--- src/rtl/neureka_streamout_gather.sv ---
// Streamout gather: tracks PE/beat position of the serialized engine stream, drops
// border-tile PEs and forwards survivors through a 2-entry skid. Perf counters: NEUREKA_STREAMOUT_GATHER_PERF_EN.
`ifndef NEUREKA_PE_H_DEFAULT
`define NEUREKA_PE_H_DEFAULT 3
`endif
`ifndef NEUREKA_PE_W_DEFAULT
`define NEUREKA_PE_W_DEFAULT 3
`endif
`ifndef NEUREKA_MEM_BANDWIDTH
`define NEUREKA_MEM_BANDWIDTH 256
`endif

module neureka_streamout_gather #(
  parameter int unsigned PE_H       = `NEUREKA_PE_H_DEFAULT,
  parameter int unsigned PE_W       = `NEUREKA_PE_W_DEFAULT,
  parameter int unsigned DATA_WIDTH = `NEUREKA_MEM_BANDWIDTH,
  parameter int unsigned BEAT_CNT_W = 8
) (
  input  logic                            clk_i,
  input  logic                            rst_ni,
  input  logic                            clear_i,
  input  logic                            start_i,
  input  logic [$clog2(PE_H+1)-1:0]       h_valid_i,
  input  logic [$clog2(PE_W+1)-1:0]       w_valid_i,
  input  logic [BEAT_CNT_W-1:0]           beats_per_pe_i,
  input  logic                            push_valid_i,
  output logic                            push_ready_o,
  input  logic [DATA_WIDTH-1:0]           push_data_i,
  input  logic [DATA_WIDTH/8-1:0]         push_strb_i,
  output logic                            pop_valid_o,
  input  logic                            pop_ready_i,
  output logic [DATA_WIDTH-1:0]           pop_data_o,
  output logic [DATA_WIDTH/8-1:0]         pop_strb_o,
  output logic [$clog2(PE_H*PE_W)-1:0]    pe_idx_o,
  output logic [BEAT_CNT_W-1:0]           beat_idx_o,
  output logic                            last_o,
  output logic                            busy_o,
  output logic                            done_o,
  output logic                            err_o,
  output logic [15:0]                     drop_cnt_o,
  output logic [15:0]                     stall_cnt_o,
  output logic [1:0]                      dbg_state_o
);

  localparam int unsigned NR_PE = PE_H * PE_W;
  localparam int unsigned HW    = $clog2(PE_H + 1);
  localparam int unsigned WW    = $clog2(PE_W + 1);
  localparam int unsigned PW    = $clog2(NR_PE);
  localparam int unsigned SW    = DATA_WIDTH / 8;
  localparam int unsigned EW    = 1 + PW + BEAT_CNT_W + SW + DATA_WIDTH;

  // Both streams: a beat transfers on a rising clock edge where valid && ready; a source
  // holding valid keeps its payload stable until that edge, and never waits on ready to raise valid.

  typedef enum logic [1:0] {S_IDLE, S_RUN, S_DRAIN, S_DONE} state_e;

  state_e                r_state, w_state_n;
  logic [BEAT_CNT_W-1:0] r_beat_cnt, w_beat_n, r_bpp, w_bpp_n;
  logic [PW-1:0]         r_pe_cnt, w_pe_n;
  logic [HW-1:0]         r_h_cnt, w_h_n, r_h_valid, w_hv_n;
  logic [WW-1:0]         r_w_cnt, w_w_n, r_w_valid, w_wv_n;
  logic                  r_push_ready, w_push_ready_n, r_err;
  logic [1:0]            r_sk_cnt, w_sk_cnt_n;
  logic [EW-1:0]         r_sk0, r_sk1, w_sk_in;

  logic w_start_ok, w_push_hs, w_keep, w_keep_n, w_push_kept, w_pop_hs;
  logic w_beat_wrap, w_pe_wrap, w_final_in, w_last_in, w_sk0_load, w_sk1_load;
  logic [HW-1:0] w_hv_clamp;
  logic [WW-1:0] w_wv_clamp;

  assign w_start_ok  = start_i && (r_state == S_IDLE) && (beats_per_pe_i != '0);
  assign w_push_hs   = push_valid_i && r_push_ready && (r_state == S_RUN);
  assign w_keep      = (r_h_cnt < r_h_valid) && (r_w_cnt < r_w_valid);
  assign w_push_kept = w_push_hs && w_keep;
  assign w_pop_hs    = pop_valid_o && pop_ready_i;
  assign w_beat_wrap = (r_beat_cnt == r_bpp - BEAT_CNT_W'(1));
  assign w_pe_wrap   = (r_pe_cnt == PW'(NR_PE - 1));
  assign w_final_in  = w_push_hs && w_beat_wrap && w_pe_wrap;
  assign w_last_in   = w_beat_wrap && (r_h_cnt == r_h_valid - HW'(1)) && (r_w_cnt == r_w_valid - WW'(1));
  assign w_hv_clamp  = (32'(h_valid_i) > PE_H) ? HW'(PE_H) : h_valid_i;
  assign w_wv_clamp  = (32'(w_valid_i) > PE_W) ? WW'(PE_W) : w_valid_i;
  assign w_sk_cnt_n  = r_sk_cnt + 2'(w_push_kept) - 2'(w_pop_hs);
  assign w_sk_in     = {w_last_in, r_pe_cnt, r_beat_cnt, push_strb_i, push_data_i};

  // Row/column counters walk alongside pe_cnt so the keep test needs no divider.
  always_comb begin
    w_beat_n = r_beat_cnt;
    w_pe_n   = r_pe_cnt;
    w_h_n    = r_h_cnt;
    w_w_n    = r_w_cnt;
    w_hv_n   = r_h_valid;
    w_wv_n   = r_w_valid;
    w_bpp_n  = r_bpp;
    if (w_start_ok) begin
      w_beat_n = '0;
      w_pe_n   = '0;
      w_h_n    = '0;
      w_w_n    = '0;
      w_hv_n   = w_hv_clamp;
      w_wv_n   = w_wv_clamp;
      w_bpp_n  = beats_per_pe_i;
    end else if (w_push_hs) begin
      if (!w_beat_wrap) begin
        w_beat_n = r_beat_cnt + BEAT_CNT_W'(1);
      end else begin
        w_beat_n = '0;
        if (w_pe_wrap) begin
          w_pe_n = '0;
          w_h_n  = '0;
          w_w_n  = '0;
        end else begin
          w_pe_n = r_pe_cnt + PW'(1);
          if (r_w_cnt == WW'(PE_W - 1)) begin
            w_w_n = '0;
            w_h_n = r_h_cnt + HW'(1);
          end else begin
            w_w_n = r_w_cnt + WW'(1);
          end
        end
      end
    end
  end

  always_comb begin
    w_state_n = r_state;
    case (r_state)
      S_IDLE:  if (w_start_ok) w_state_n = S_RUN;
      S_RUN:   if (w_final_in) w_state_n = S_DRAIN;
      S_DRAIN: if (w_sk_cnt_n == 2'd0) w_state_n = S_DONE;
      S_DONE:  w_state_n = S_IDLE;
      default: w_state_n = S_IDLE;
    endcase
  end

  // Ready looks one beat ahead: a beat that will be dropped never needs skid space.
  assign w_keep_n       = (w_h_n < w_hv_n) && (w_w_n < w_wv_n);
  assign w_push_ready_n = (w_state_n == S_RUN) && ((w_sk_cnt_n != 2'd2) || !w_keep_n);

  always_ff @(posedge clk_i) begin
    if (!rst_ni || clear_i) begin
      r_state      <= S_IDLE;
      r_beat_cnt   <= '0;
      r_pe_cnt     <= '0;
      r_h_cnt      <= '0;
      r_w_cnt      <= '0;
      r_h_valid    <= '0;
      r_w_valid    <= '0;
      r_bpp        <= '0;
      r_push_ready <= 1'b0;
      r_err        <= 1'b0;
    end else begin
      r_state      <= w_state_n;
      r_beat_cnt   <= w_beat_n;
      r_pe_cnt     <= w_pe_n;
      r_h_cnt      <= w_h_n;
      r_w_cnt      <= w_w_n;
      r_h_valid    <= w_hv_n;
      r_w_valid    <= w_wv_n;
      r_bpp        <= w_bpp_n;
      r_push_ready <= w_push_ready_n;
      r_err        <= start_i && !w_start_ok;
    end
  end

  // Skid: entry 0 is the output register, entry 1 catches a beat while entry 0 is held.
  assign w_sk0_load = w_push_kept && (r_sk_cnt == (w_pop_hs ? 2'd1 : 2'd0));
  assign w_sk1_load = w_push_kept && (r_sk_cnt == (w_pop_hs ? 2'd2 : 2'd1));

  always_ff @(posedge clk_i) begin
    if (!rst_ni || clear_i) begin
      r_sk_cnt <= 2'd0;
      r_sk0    <= '0;
      r_sk1    <= '0;
    end else begin
      r_sk_cnt <= w_sk_cnt_n;
      if (w_sk0_load)    r_sk0 <= w_sk_in;
      else if (w_pop_hs) r_sk0 <= r_sk1;
      if (w_sk1_load)    r_sk1 <= w_sk_in;
    end
  end

  assign pop_valid_o  = (r_sk_cnt != 2'd0);
  assign {last_o, pe_idx_o, beat_idx_o, pop_strb_o, pop_data_o} = r_sk0;
  assign push_ready_o = r_push_ready;
  assign busy_o       = (r_state == S_RUN) || (r_state == S_DRAIN);
  assign done_o       = (r_state == S_DONE);
  assign err_o        = r_err;
  assign dbg_state_o  = r_state;

`ifdef NEUREKA_STREAMOUT_GATHER_PERF_EN
  logic [15:0] r_drop_cnt, r_stall_cnt;
  logic        w_push_drop, w_stall;

  assign w_push_drop = w_push_hs && !w_keep;
  assign w_stall     = busy_o && pop_valid_o && !pop_ready_i;

  always_ff @(posedge clk_i) begin
    if (!rst_ni || clear_i || w_start_ok) begin
      r_drop_cnt  <= '0;
      r_stall_cnt <= '0;
    end else begin
      if (w_push_drop && (r_drop_cnt != 16'hFFFF))  r_drop_cnt  <= r_drop_cnt + 16'd1;
      if (w_stall && (r_stall_cnt != 16'hFFFF))     r_stall_cnt <= r_stall_cnt + 16'd1;
    end
  end

  assign drop_cnt_o  = r_drop_cnt;
  assign stall_cnt_o = r_stall_cnt;
`else
  assign drop_cnt_o  = '0;
  assign stall_cnt_o = '0;
`endif

endmodule

--- config.mk ---
export PLATFORM = sky130hd
export DESIGN_NAME = neureka_streamout_gather
export DESIGN_NICKNAME = d
export VERILOG_FILES = /design/src/rtl/neureka_streamout_gather.sv
export SDC_FILE = /design/constraint.sdc
export NUM_CORES = 1
export LEC_CHECK = 0
export CAP_MARGIN = 20
export CORE_AREA = 2 2 249 251
export CTS_BUF_LIST = sky130_fd_sc_hd__clkbuf_8 sky130_fd_sc_hd__clkbuf_16
export DETAILED_ROUTE_END_ITERATION = 8
export DIE_AREA = 0 0 251 253
export PLACE_DENSITY = 0.73
export RECOVER_POWER = 25
export REMOVE_ABC_BUFFERS = 1
export SLEW_MARGIN = 20
export SYNTH_ARGS = -nofsm -noshare
export SYNTH_HDL_FRONTEND = slang
export SYNTH_SLANG_ARGS = --single-unit
--- constraint.sdc ---
create_clock -name clk_i -period 7 [get_ports clk_i]
set_input_delay 1.4 -clock clk_i [delete_from_list [all_inputs] [get_ports clk_i]]
set_output_delay 1.4 -clock clk_i [all_outputs]
set_load 0.05 [all_outputs]
==> images/cell_classes.png <==
(1.5 px per um) Fill, decap, tap and diode cells in grey.
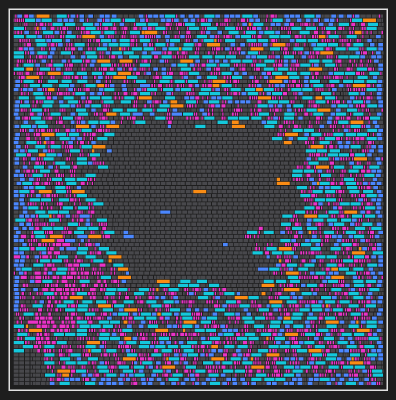
[orange] clock drivers and dummy loads | cells: 119
[cyan] flip-flops | cells: 636
[magenta] all other logic | cells: 2361
[blue] other buffers and delay cells | cells: 636

==> results_dict.tcl <==
# collected from the flow reports
set metrics [dict create \
    area_growth_pct 33.8 \
    clk_pin_slew_ns 0.06 \
    wl_per_cell_um 16.9 \
    gp_congestion 0.826 \
    final_util_pct 55.3 \
    cp.required_ns 7.47 \
    reg2reg_to "push_ready_o" \
    synth_flops 636 \
    cts.sinks 636 \
    grt_max_degree 182 \
    worst_slack_ns 2.49 \
    fin_total_pwr_mw 7.51 \
    vias 24052 \
    coreArea_um2 61000 \
    tns_ns 0 \
    violations "max-capacitance violations, max-slew violations" \
    p_per_area_nw_per_um2 223 \
    hold_ws_ns 0.452 \
    drc 0 \
    fin_nets 4027 \
    rsz0062_at_grt "no" \
    status "finished, violations left" \
    grtUsageTotal_pct 22.6 \
    synth.distinct_cells 51 \
    crit_path_start_kind "primary input" \
    hp-start "r_sk1[86]" \
    timing.rr.start "r_bpp[0]" \
    r2r_cells 12 \
    holdPathStages 2 \
    ios 646 \
    synthesis.area_um2 25200 \
    via_per_inst 5.28 \
    instances_no_fill 4554 \
    numCtsBuffers 69 \
    min_to "r_sk1[86]" \
    use_met3_pct 5.63 \
    tightest_slew_ns 2.49 \
    hold_viol_final 0 \
    num_rows 91 \
    cts_setup_buffers 0 \
    layout-drive-gt1-share_pct 3.54 \
    io_buffers 613 \
    ctsHoldBuffers 0 \
    rrSetupSlack_ns 3.26 \
    ys.flop_type "dfxtp_1" \
    clk_latency_ns 0.61 \
    setup_viol 0 \
    slew_viol_final 57 \
    grt_pass1_wl_mm 118 \
    warnings 60 \
    grtUsageMet1_pct 29.2 \
    fin_skew_ns 0.0234 \
    dpl-instance-area_um2 31500 \
    hp-class "flop to flop" \
    die-area_um2 63500 \
    max_slew_margin_pct -66.3 \
    vdd_drop_max_uv 167 \
    initial_utilization_pct 41.3 \
    dp_cells 4423 \
    cap_violations 1 \
    antenna_left 0 \
    hpwl_mm 47.9 \
    cts_tree "yes" \
    edf_count 0 \
    cts_resized 0 \
    top_usage_layer "met2" \
    use_met2_pct 36.1 \
    crit_path_end_kind "flop" \
    die_y_um 253 \
    syn_area_per_cell_um2 7.69 \
    ys_cells 3281 \
    drt-total-wl_mm 76.9 \
    final.min_clock_period_ns 4.51 \
    ys_seq_share_pct 50.5 \
    grt_pass1_vias 21610 \
    netlist_instances 3281 \
    fmax_ghz 0.222 \
]
==> images/pins.png <==
(1 px per um) Pins as bars across the die edge, other pins in grey.
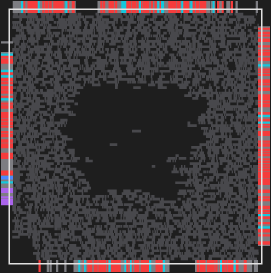
[red] `push_data_i` | pins: 256 | direction: input | edge: 81 top, 70 right, 65 bottom, 40 left
[blue] `dbg_state_o` | pins: 2 | direction: output | edge: left
[purple] `beats_per_pe_i` | pins: 8 | direction: input | edge: left
[cyan] `push_strb_i` | pins: 32 | direction: input | edge: 13 top, 9 bottom, 5 right, 5 left

worst max-delay path, stage by stage:
cell and delay [ns]:
dlygate4sd3_1 0.52, nand2b_1 1.80, buf_12 0.51, nor2_1 0.18, nand2_1 0.29, nor2_1 0.08
worst max path at each step:
stage | start | endpoint | depth (start not counted)
6_report | clear_i | r_beat_cnt[3] | 6
2_1_floorplan | pop_ready_i | dbg_state_o[0] | 10
3_3_place_gp | pop_ready_i | r_sk0[4] | 6
5_1_grt | clear_i | r_beat_cnt[0] | 6
4_1_cts | pop_ready_i | r_sk0[202] | 6
3_5_place_dp | pop_ready_i | r_sk0[230] | 6
layout make-up:
type | count | area, um2
fillers | 5563 | 27300
repair buffers | 636 | 6450
well taps | 790 | 988
diodes | 12 | 30.0
multi-input cells | 2345 | 11300
inverters | 16 | 67.6
flip-flops and latches | 636 | 12700
clock inverters | 32 | 219
clock buffers | 87 | 2000
metal layers:
layer,part of all wire (%),routed length [um],vias to the layer above
met1,42,32500,11272
met3,7.5,5740,158
met4,3.5,2690,10
met2,47,35900,796
met5,0.088,68,-
li1,-,-,11816
cells in the mapped netlist (5+ instances only):
| cell | instances | area (um2) |
|---|---|---|
| clkbuf_1 | 275 | 1030 |
| ha_1 | 17 | 213 |
| nand2_1 | 1241 | 4660 |
| inv_1 | 15 | 56.3 |
| o21ai_0 | 6 | 30.0 |
| a311oi_1 | 301 | 2640 |
| buf_4 | 32 | 240 |
| nand2b_1 | 5 | 31.3 |
| a21oi_1 | 327 | 1640 |
| xor2_1 | 12 | 105 |
| nand4_1 | 5 | 31.3 |
| nor2_1 | 326 | 1220 |
| xnor2_1 | 8 | 70.1 |
| dfxtp_1 | 636 | 12700 |
| nor3_1 | 6 | 30.0 |
flip-flops by register name (all words and copies together), names as in the netlist:
register,cells
r_h_cnt,2
r_bpp,8
r_beat_cnt,8
r_sk1,301
r_h_valid,2
r_pe_cnt,4
r_w_valid,2
err_o,1
r_sk_cnt,2
dbg_state_o,2
push_ready_o,1
r_sk0,301
r_w_cnt,2
layout by cell type, fill, tap and decap left out, types with 3 or more instances in the layout:
master           netlist  final
or3_1                  4      3
nand2b_1               5      5
diode_2                0     12
clkbuf_8               0     16
clkbuf_16              0     71
o31ai_1                3      3
a311oi_1             301    301
dfxtp_1              636    636
buf_4                 32     12
clkdlybuf4s50_1        0    396
or4_1                  4      4
clkinv_2               0      5
and2_1                 4      4
xnor2_1                8      8
a21oi_1              327    326
dlygate4sd3_1          0    217
inv_1                 15     33
nand3_1                4      4
nor4_1                 4      4
nand2_1             1241   1240
ha_1                  17     17
nand4_1                5      5
nor2_1               326    326
clkinvlp_4             0      3
and3_1                 4      4
o21ai_0                6      6
xor2_1                12     12
nor3_1                 6      6
buf_12                 0     11
nor2b_1                4      4
conb_1                 1     32
cell families after synthesis:
family,after synthesis,synth area share [%]
and+or+nand+nor,1621,24.7
AOI/OAI and AO/OA,655,17.8
DFF,636,50.5
buffers and inverters,331,5.48
xor gates and xnor gates,20,0.695
adders and majority gates,17,0.843
other,1,0.0149
power breakdown:
group	internal [mW]	total, mW	leakage [nW]	switching [mW]
clock network	2.02	3.53	1.15	1.51
registers	3.62	3.63	5.12	0.00436
logic	0.174	0.348	5.26	0.174
Power figures rest on the tool's default switching activity, not on a simulated workload.
